$ cat src/rtl/xt_hb_master_bridge.sv
// xt_hb_master_bridge
//   Initiator end of XT_HB. Turns single CPU load/store requests into XT_HB
//   slave-domain read/write transactions, one outstanding at a time, and
//   returns a one-cycle completion with read data or error.
//
// Parameters
//   TIMEOUT_CYCLES  cycles an enable may be held awaiting finish (1..32);
//                   only used when XT_HB_TIMEOUT_EN is defined
//
// Configuration macro
//   XT_HB_TIMEOUT_EN  adds a 5-bit wait counter; an access that sees no
//                     finish within TIMEOUT_CYCLES completes with resp_err
//
// Ports
//   hb_clk, rst_n                   clock, asynchronous active-low reset
//   req_valid/req_ready             CPU request handshake (ready only in IDLE)
//   req_we, req_addr, req_wdata     request kind, byte address, write data
//   resp_valid, resp_err, resp_rdata  completion pulse, error flag, read data
//   hb_raddr, hb_ren                XT_HB read address / enable
//   hb_waddr, hb_wdata, hb_wen      XT_HB write address / data / enable
//   read_finish, write_finish       domain completion strobes
//   hb_rdata                        domain read data (valid with read_finish)
module xt_hb_master_bridge #(
    parameter int unsigned TIMEOUT_CYCLES = 16
) (
    input  logic        hb_clk,
    input  logic        rst_n,
    input  logic        req_valid,
    output logic        req_ready,
    input  logic        req_we,
    input  logic [7:0]  req_addr,
    input  logic [31:0] req_wdata,
    output logic        resp_valid,
    output logic        resp_err,
    output logic [31:0] resp_rdata,
    output logic [7:0]  hb_raddr,
    output logic [7:0]  hb_waddr,
    output logic [31:0] hb_wdata,
    output logic        hb_ren,
    output logic        hb_wen,
    input  logic        read_finish,
    input  logic        write_finish,
    input  logic [31:0] hb_rdata
);

    if (TIMEOUT_CYCLES < 1 || TIMEOUT_CYCLES > 32) begin : g_bad_timeout
        $error("TIMEOUT_CYCLES must be in 1..32 for the 5-bit wait counter");
    end

    typedef enum logic [1:0] {IDLE, READ, WRITE, RESP} state_t;

    state_t      state, state_nx;
    logic        req_ready_nx, resp_valid_nx, resp_err_nx, hb_ren_nx, hb_wen_nx;
    logic [31:0] resp_rdata_nx, hb_wdata_nx;
    logic [7:0]  hb_raddr_nx, hb_waddr_nx;
`ifdef XT_HB_TIMEOUT_EN
    logic [4:0]  wait_cnt, wait_cnt_nx;
`endif

    always_comb begin
        state_nx      = state;
        resp_err_nx   = resp_err;
        resp_rdata_nx = resp_rdata;
        hb_raddr_nx   = hb_raddr;
        hb_waddr_nx   = hb_waddr;
        hb_wdata_nx   = hb_wdata;
        hb_ren_nx     = hb_ren;
        hb_wen_nx     = hb_wen;
`ifdef XT_HB_TIMEOUT_EN
        wait_cnt_nx   = wait_cnt;
`endif
        case (state)
            IDLE: begin
                if (req_valid) begin
`ifdef XT_HB_TIMEOUT_EN
                    wait_cnt_nx = '0;
`endif
                    if (req_addr[1:0] != 2'b00) begin
                        resp_err_nx   = 1'b1;
                        resp_rdata_nx = '0;
                        state_nx      = RESP;
                    end else if (req_we) begin
                        resp_err_nx = 1'b0;
                        hb_waddr_nx = req_addr;
                        hb_wdata_nx = req_wdata;
                        hb_wen_nx   = 1'b1;
                        state_nx    = WRITE;
                    end else begin
                        resp_err_nx = 1'b0;
                        hb_raddr_nx = req_addr;
                        hb_ren_nx   = 1'b1;
                        state_nx    = READ;
                    end
                end
            end
            READ: begin
                // finish takes priority over an expiring counter on the same edge
                if (read_finish) begin
                    resp_rdata_nx = hb_rdata;
                    hb_ren_nx     = 1'b0;
                    state_nx      = RESP;
                end
`ifdef XT_HB_TIMEOUT_EN
                else if (wait_cnt == 5'(TIMEOUT_CYCLES - 1)) begin
                    resp_err_nx   = 1'b1;
                    resp_rdata_nx = '0;
                    hb_ren_nx     = 1'b0;
                    state_nx      = RESP;
                end else begin
                    wait_cnt_nx = wait_cnt + 5'd1;
                end
`endif
            end
            WRITE: begin
                if (write_finish) begin
                    hb_wen_nx = 1'b0;
                    state_nx  = RESP;
                end
`ifdef XT_HB_TIMEOUT_EN
                else if (wait_cnt == 5'(TIMEOUT_CYCLES - 1)) begin
                    resp_err_nx   = 1'b1;
                    resp_rdata_nx = '0;
                    hb_wen_nx     = 1'b0;
                    state_nx      = RESP;
                end else begin
                    wait_cnt_nx = wait_cnt + 5'd1;
                end
`endif
            end
            default: begin
                state_nx = IDLE;
            end
        endcase
        // handshake outputs are registered copies of the state being entered
        resp_valid_nx = (state_nx == RESP);
        req_ready_nx  = (state_nx == IDLE);
    end

    always_ff @(posedge hb_clk or negedge rst_n) begin
        if (!rst_n) begin
            state      <= IDLE;
            req_ready  <= 1'b1;
            resp_valid <= 1'b0;
            resp_err   <= 1'b0;
            resp_rdata <= '0;
            hb_raddr   <= '0;
            hb_waddr   <= '0;
            hb_wdata   <= '0;
            hb_ren     <= 1'b0;
            hb_wen     <= 1'b0;
`ifdef XT_HB_TIMEOUT_EN
            wait_cnt   <= '0;
`endif
        end else begin
            state      <= state_nx;
            req_ready  <= req_ready_nx;
            resp_valid <= resp_valid_nx;
            resp_err   <= resp_err_nx;
            resp_rdata <= resp_rdata_nx;
            hb_raddr   <= hb_raddr_nx;
            hb_waddr   <= hb_waddr_nx;
            hb_wdata   <= hb_wdata_nx;
            hb_ren     <= hb_ren_nx;
            hb_wen     <= hb_wen_nx;
`ifdef XT_HB_TIMEOUT_EN
            wait_cnt   <= wait_cnt_nx;
`endif
        end
    end

endmodule

$ cat config.mk
export PLATFORM = sky130hd
export DESIGN_NAME = xt_hb_master_bridge
export DESIGN_NICKNAME = d
export VERILOG_FILES = /design/src/rtl/xt_hb_master_bridge.sv
export SDC_FILE = /design/constraint.sdc
export NUM_CORES = 1
export LEC_CHECK = 0
export CORE_ASPECT_RATIO = 1.5
export CORE_MARGIN = 3
export CORE_UTILIZATION = 40
export DETAILED_ROUTE_END_ITERATION = 8
export MAX_ROUTING_LAYER = met4
export PLACE_DENSITY = 0.83
export SYNTH_ARGS = -nofsm -noshare
export SYNTH_HDL_FRONTEND = slang
export SYNTH_SLANG_ARGS = --single-unit
$ cat constraint.sdc
create_clock -name hb_clk -period 3.06 [get_ports hb_clk]
set_input_delay 0.459 -clock hb_clk [delete_from_list [all_inputs] [get_ports hb_clk]]
set_output_delay 0.459 -clock hb_clk [all_outputs]
set_load 0.03 [all_outputs]
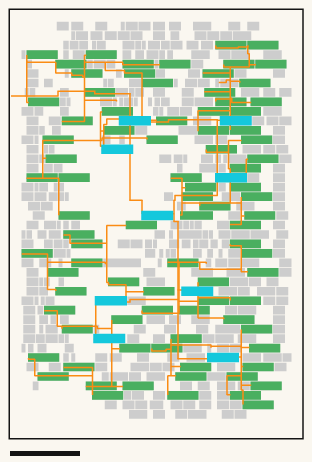
Figure 1: run 1, clock distribution.
The bar under the picture is 20 um long.
Key: cells driving clock nets = cyan [count 9]; flip-flops = green [count 87]; clock wires = orange [length 1000 um]
Position of the flops: all over the die.
latest clock arrival within the worst-skew pair: 330 ps
Clock Skew: 5.32 ps

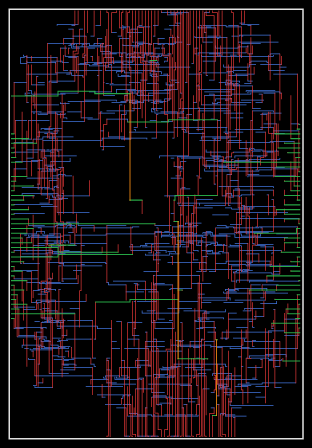
Figure 2: run 1, signal wires by layer.
Key: met4 = orange [wire length 91.8 um]; met1 = blue [wire length 3610 um]; met3 = green [wire length 554 um]; met2 = red [wire length 5000 um]
Total GRT Usage: 19.0%
WL final: 9.26 mm
WL/cell: 16.8 um

==> notes.md, run 1 <==
run metrics: max incr delay on CP=530 ps, CTS sink count=87, area fraction in xor and xnor cells=0%, Top Consumer=combinational cells, logic gate share of total power=52.6%, initial antenna violation count=0, maximum VDD drop=0.000661 V, vias per cell=4.88, Yosys Warn Count=0, RR Startpoint=state[0], top-area cell type share of the netlist area=59.0%, top cells by area=dfrtp_1 59%, mux2_4 18%, a22oi_1 6.6%, o21ai_0 4.9%, inv_1 3.6%, CP Capture Type=flop, synthesis area per yosys=0.00365 sq mm, P_leak=2.64 nW, non-filler cells, final=550, Slew Limit Fails=0, GRT Residual Overflow=0, Post-Syn Area=0.00365 sq mm, Synth Instances=274, Mapped Avg Cell Area=13.3 sq um, H-tree Lvls=3, crit path cell chain=clkdlybuf4s50_1 -> nor3b_4 -> nand3_4 -> buf_12 -> mux2_4, post-CTS setup buffer count=0, cell count in the Yosys report=274, Post-synth top cells=86 x dfrtp_1, 43 x mux2_4, 36 x o21ai_0, fmax=0.484 GHz, crit path capture=hb_wdata[10], internal power=4.00 mW, post_cts resized=0, Slew headroom=27.9%, maximum root-to-sink buffer count=2, CP Max Fanout=23, Sw Ratio=40.0%, number of fill cells=681, syn_nets=352, layout cells sized above 1=15.2%, outcome=finished clean, antenna-violating nets left=0, top-count cell post-synth=dfrtp_1, mux frac, synth=18.0%, AO/OA Area Share=12.8%, cells on worst reg2reg path=4, dominant logic cell type in the layout=clkdlybuf4s50_1, area delta synth->final=54.5%, via count=2685, pre-CTS setup slack=648 ps, Final setup viols=0, Worst path slowest cell=clkdlybuf4s50_1, Post-DP HPWL=6.81 mm, actual slew at the worst max-slew pin=1080 ps, asr flop ratio synth=100%, Tmin final=2070 ps, largest net degree at the start of global routing=88, Synth logic family=multiplexers, routability congestion estimate=0.749, dominant logic cell types in the final layout=161 x clkdlybuf4s50_1, 86 x dfrtp_1, 43 x mux2_4, 35 x inv_1, 35 x o21ai_0, Logic power comb=3.50 mW, Nets=513, CTS buffer count=9, total power=6.66 mW, cell taking the most area after synthesis=dfrtp_1, Synth flops=87, worst min-delay path class=input port to asynchronous set/reset pin, root buffer cell=clkbuf_16, Clk power=1.05 mW, power density over the cells=1180 mW/mm^2, placed instance count=534, initial drt markers=126, Hold Fails Final Rpt=0, synth unique cells=25, OpenROAD warnings=26, Worst Path Class, Setup=input port to flop, die area=0.0103 sq mm, biggest regs=hb_wdata: 32 flops, resp_rdata: 32 flops, Flop pwr share=31.7%, setup TNS=0 ps, crit path DRT=3270 ps, Max-Cap Viols=0, ANT cells=0, Synth Area in Simple Gates=3.22%, Die H=123 um
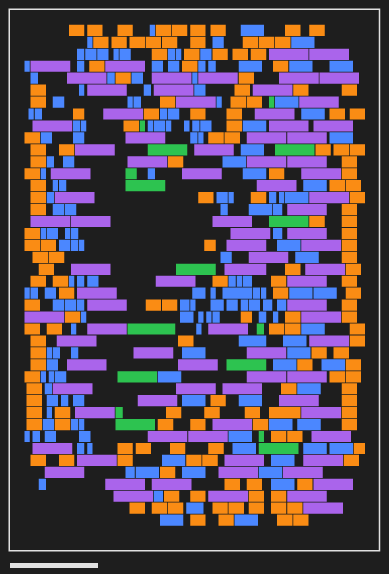
Figure 3: run 1, cell classes on the final placement.
The bar under the picture is 20 um long.
Key: all other logic = blue [cells 171]; other buffers and delay cells = orange [cells 166]; flip-flops = purple [cells 87]; clock drivers and dummy loads = green [cells 16]
Final Cell Area: 0.00564 sq mm
core area: 0.00888 sq mm
Core Util, Final: 63.5%
# rows: 42

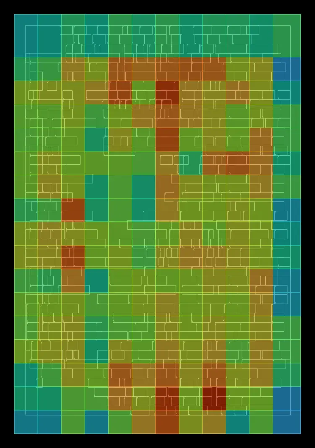
Figure 4: run 1, congestion heat map.
grt met2 use: 31.9%
grt met1 use: 22.3%
met3 Use GR: 5.67%
global route hottest layer: met2

[run 1: layout make-up]
class	instances	area (sq um)	share of cell area, %
Inverter	35	131	2.33
Multi-Input combinational cell	136	1240	22.1
Sequential cell	87	2180	38.6
Tap cell	110	138	2.44
Clock inverter	4	47.5	0.843
Clock buffer	12	236	4.19
Timing Repair Buffer	166	1660	29.5
[run 1: per-layer routing]
layer / track usage (%) / routed length, um / vias to the layer above
met2: 31.9 / 5000 / 100
met1: 22.3 / 3610 / 1315
met5: - / 0 / -
met3: 5.67 / 553 / 8
met4: 5.23 / 91 / 0
li1: - / - / 1262
[run 1: worst max-delay path, delay by kind of cell]
family | cells | cell delay, ps
buf+inv | 2 | 840
simple gates | 2 | 650
mux | 1 | 320
==> run 1 -> run 2 <==
Clock period 3.06 ns to 2 ns, I/O delays scaled along.
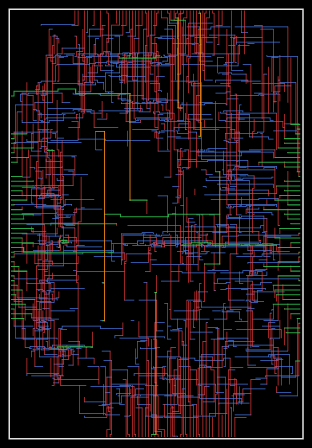
Figure 5: run 2, signal wires by layer.
Key: met4 = orange [wire length 214 um]; met3 = green [wire length 544 um]; met1 = blue [wire length 3510 um]; met2 = red [wire length 4770 um]
WL final: 9.04 mm
WL/cell: 16.3 um
Total GRT Usage: 18.5%

==> run 2 against run 1 <==
- power is 51% higher
- via count grew 1.3%
- routed wire length decreased by 2.4%
- largest power group unchanged
- highest routed layer unchanged
==> notes.md, run 2 <==
run metrics: outcome=finished clean, fmax=0.555 GHz, antenna-violating nets left=0 (unchanged), post-CTS setup buffer count=0 (unchanged), Synth flops=87 (unchanged), vias per cell=4.91 (+0.61%), Sw Ratio=39.9% (-0.053 points), pre-CTS setup slack=-29.4 ps (-677 ps), crit path DRT=1700 ps (-1570 ps), cell taking the most area after synthesis=dfrtp_1, Worst Path Class, Setup=flop to output port, Post-DP HPWL=6.69 mm (-1.7%), met3 Use GR=3.33% (-2.3 points), grt met2 use=31.2% (-0.75 points), top routing layer in use=met4, area fraction in xor and xnor cells=0% (unchanged), wire length on met3=543 um (-1.8%), CTS buffer count=9 (unchanged), Slew Limit Fails=0 (unchanged), placed instance count=537 (+0.56%), Final setup viols=0 (unchanged), non-filler cells, final=554 (+0.73%), Hold Fails Final Rpt=0 (unchanged), grt met1 use=21.9% (-0.40 points), ANT cells=0 (unchanged), OpenROAD warnings=26 (unchanged), initial drt markers=150 (+19%), top-area cell type share of the netlist area=59.0% (unchanged), power density over the cells=1780 mW/mm^2 (+50%), total power=10.1 mW (+51%), root buffer cell=clkbuf_16, CP Max Fanout=1 (-96%), largest net degree at the start of global routing=53 (-40%), actual slew at the worst max-slew pin=477 ps (-604 ps), Slew headroom=68.2% (+40 points), biggest regs=hb_wdata: 32 flops, resp_rdata: 32 flops, Flop pwr share=31.9% (+0.2 points), initial antenna violation count=0 (unchanged), syn_nets=352 (unchanged), Synth Area in Simple Gates=3.22% (unchanged), Clk power=1.47 mW (+40%), Clock Skew=5.45 ps (+0.126 ps), post_cts resized=0 (unchanged), Yosys Warn Count=0 (unchanged), Post-synth top cells=86 x dfrtp_1, 43 x mux2_4, 36 x o21ai_0, # rows=42 (unchanged), GRT Residual Overflow=0 (unchanged), die area=0.0103 sq mm (unchanged), via count=2721 (+1.3%), dominant logic cell types in the final layout=161 x clkdlybuf4s50_1, 86 x dfrtp_1, 43 x mux2_4, 35 x inv_1, 35 x o21ai_0, Top Consumer=combinational cells, mux frac, synth=18.0% (unchanged), maximum root-to-sink buffer count=2 (unchanged), Die H=123 um (unchanged), global route hottest layer=met2, synth unique cells=25 (unchanged), internal power=6.06 mW (+51%), top cells by area=dfrtp_1 59%, mux2_4 18%, a22oi_1 6.6%, o21ai_0 4.9%, inv_1 3.6%, routability congestion estimate=0.747 (-0.27%), worst min-delay path class=input port to asynchronous set/reset pin, Synth logic family=multiplexers, delay-heaviest family, CP=buffers and inverters, Final Cell Area=0.00568 sq mm (+0.67%), CTS sink count=87 (unchanged), CP Capture Type=output port, core area=0.00888 sq mm (unchanged), Core Util, Final=63.9% (+0.42 points), Logic power comb=5.39 mW (+54%), area delta synth->final=55.6%, H-tree Lvls=3 (unchanged), maximum VDD drop=0.000869 V (+31%), Tmin final=1800 ps, max incr delay on CP=660 ps (+130 ps), routed length on met2=4.77 mm (-4.7%), AO/OA Area Share=12.8% (unchanged), latest clock arrival within the worst-skew pair=320 ps (about the same), Post-Syn Area=0.00365 sq mm (unchanged), layout cells sized above 1=15.5% (+0.31 points), top-count cell post-synth=dfrtp_1, Mapped Avg Cell Area=13.3 sq um (unchanged)
-- run 2: layout make-up --
| cell class | instances | area (sq um) |
|---|---|---|
| clock inverters | 2 | 10.0 |
| repair buffers | 170 | 1720 |
| fillers | 664 | 3210 |
| well taps | 110 | 138 |
| inverters | 35 | 131 |
| flip-flops and latches | 87 | 2180 |
| clock buffers | 14 | 254 |
| multi-input cells | 136 | 1240 |
-- run 2: path summary, 6_finish.rpt --
check	startpoint	end	slack, ps	cells past startpoint
worst max-delay path	req_ready	req_ready	200	1
worst min-delay path	rst_n	hb_wdata[15]	480	2
worst max register to register	state[1]	resp_rdata[26]	340	5
worst min register to register	hb_raddr[1]	hb_raddr[1]	500	1
max in group asynchronous	rst_n	req_ready	830	3
min in group hb_clk	hb_raddr[1]	hb_raddr[1]	500	1
Power and IR drop assume default switching activity.
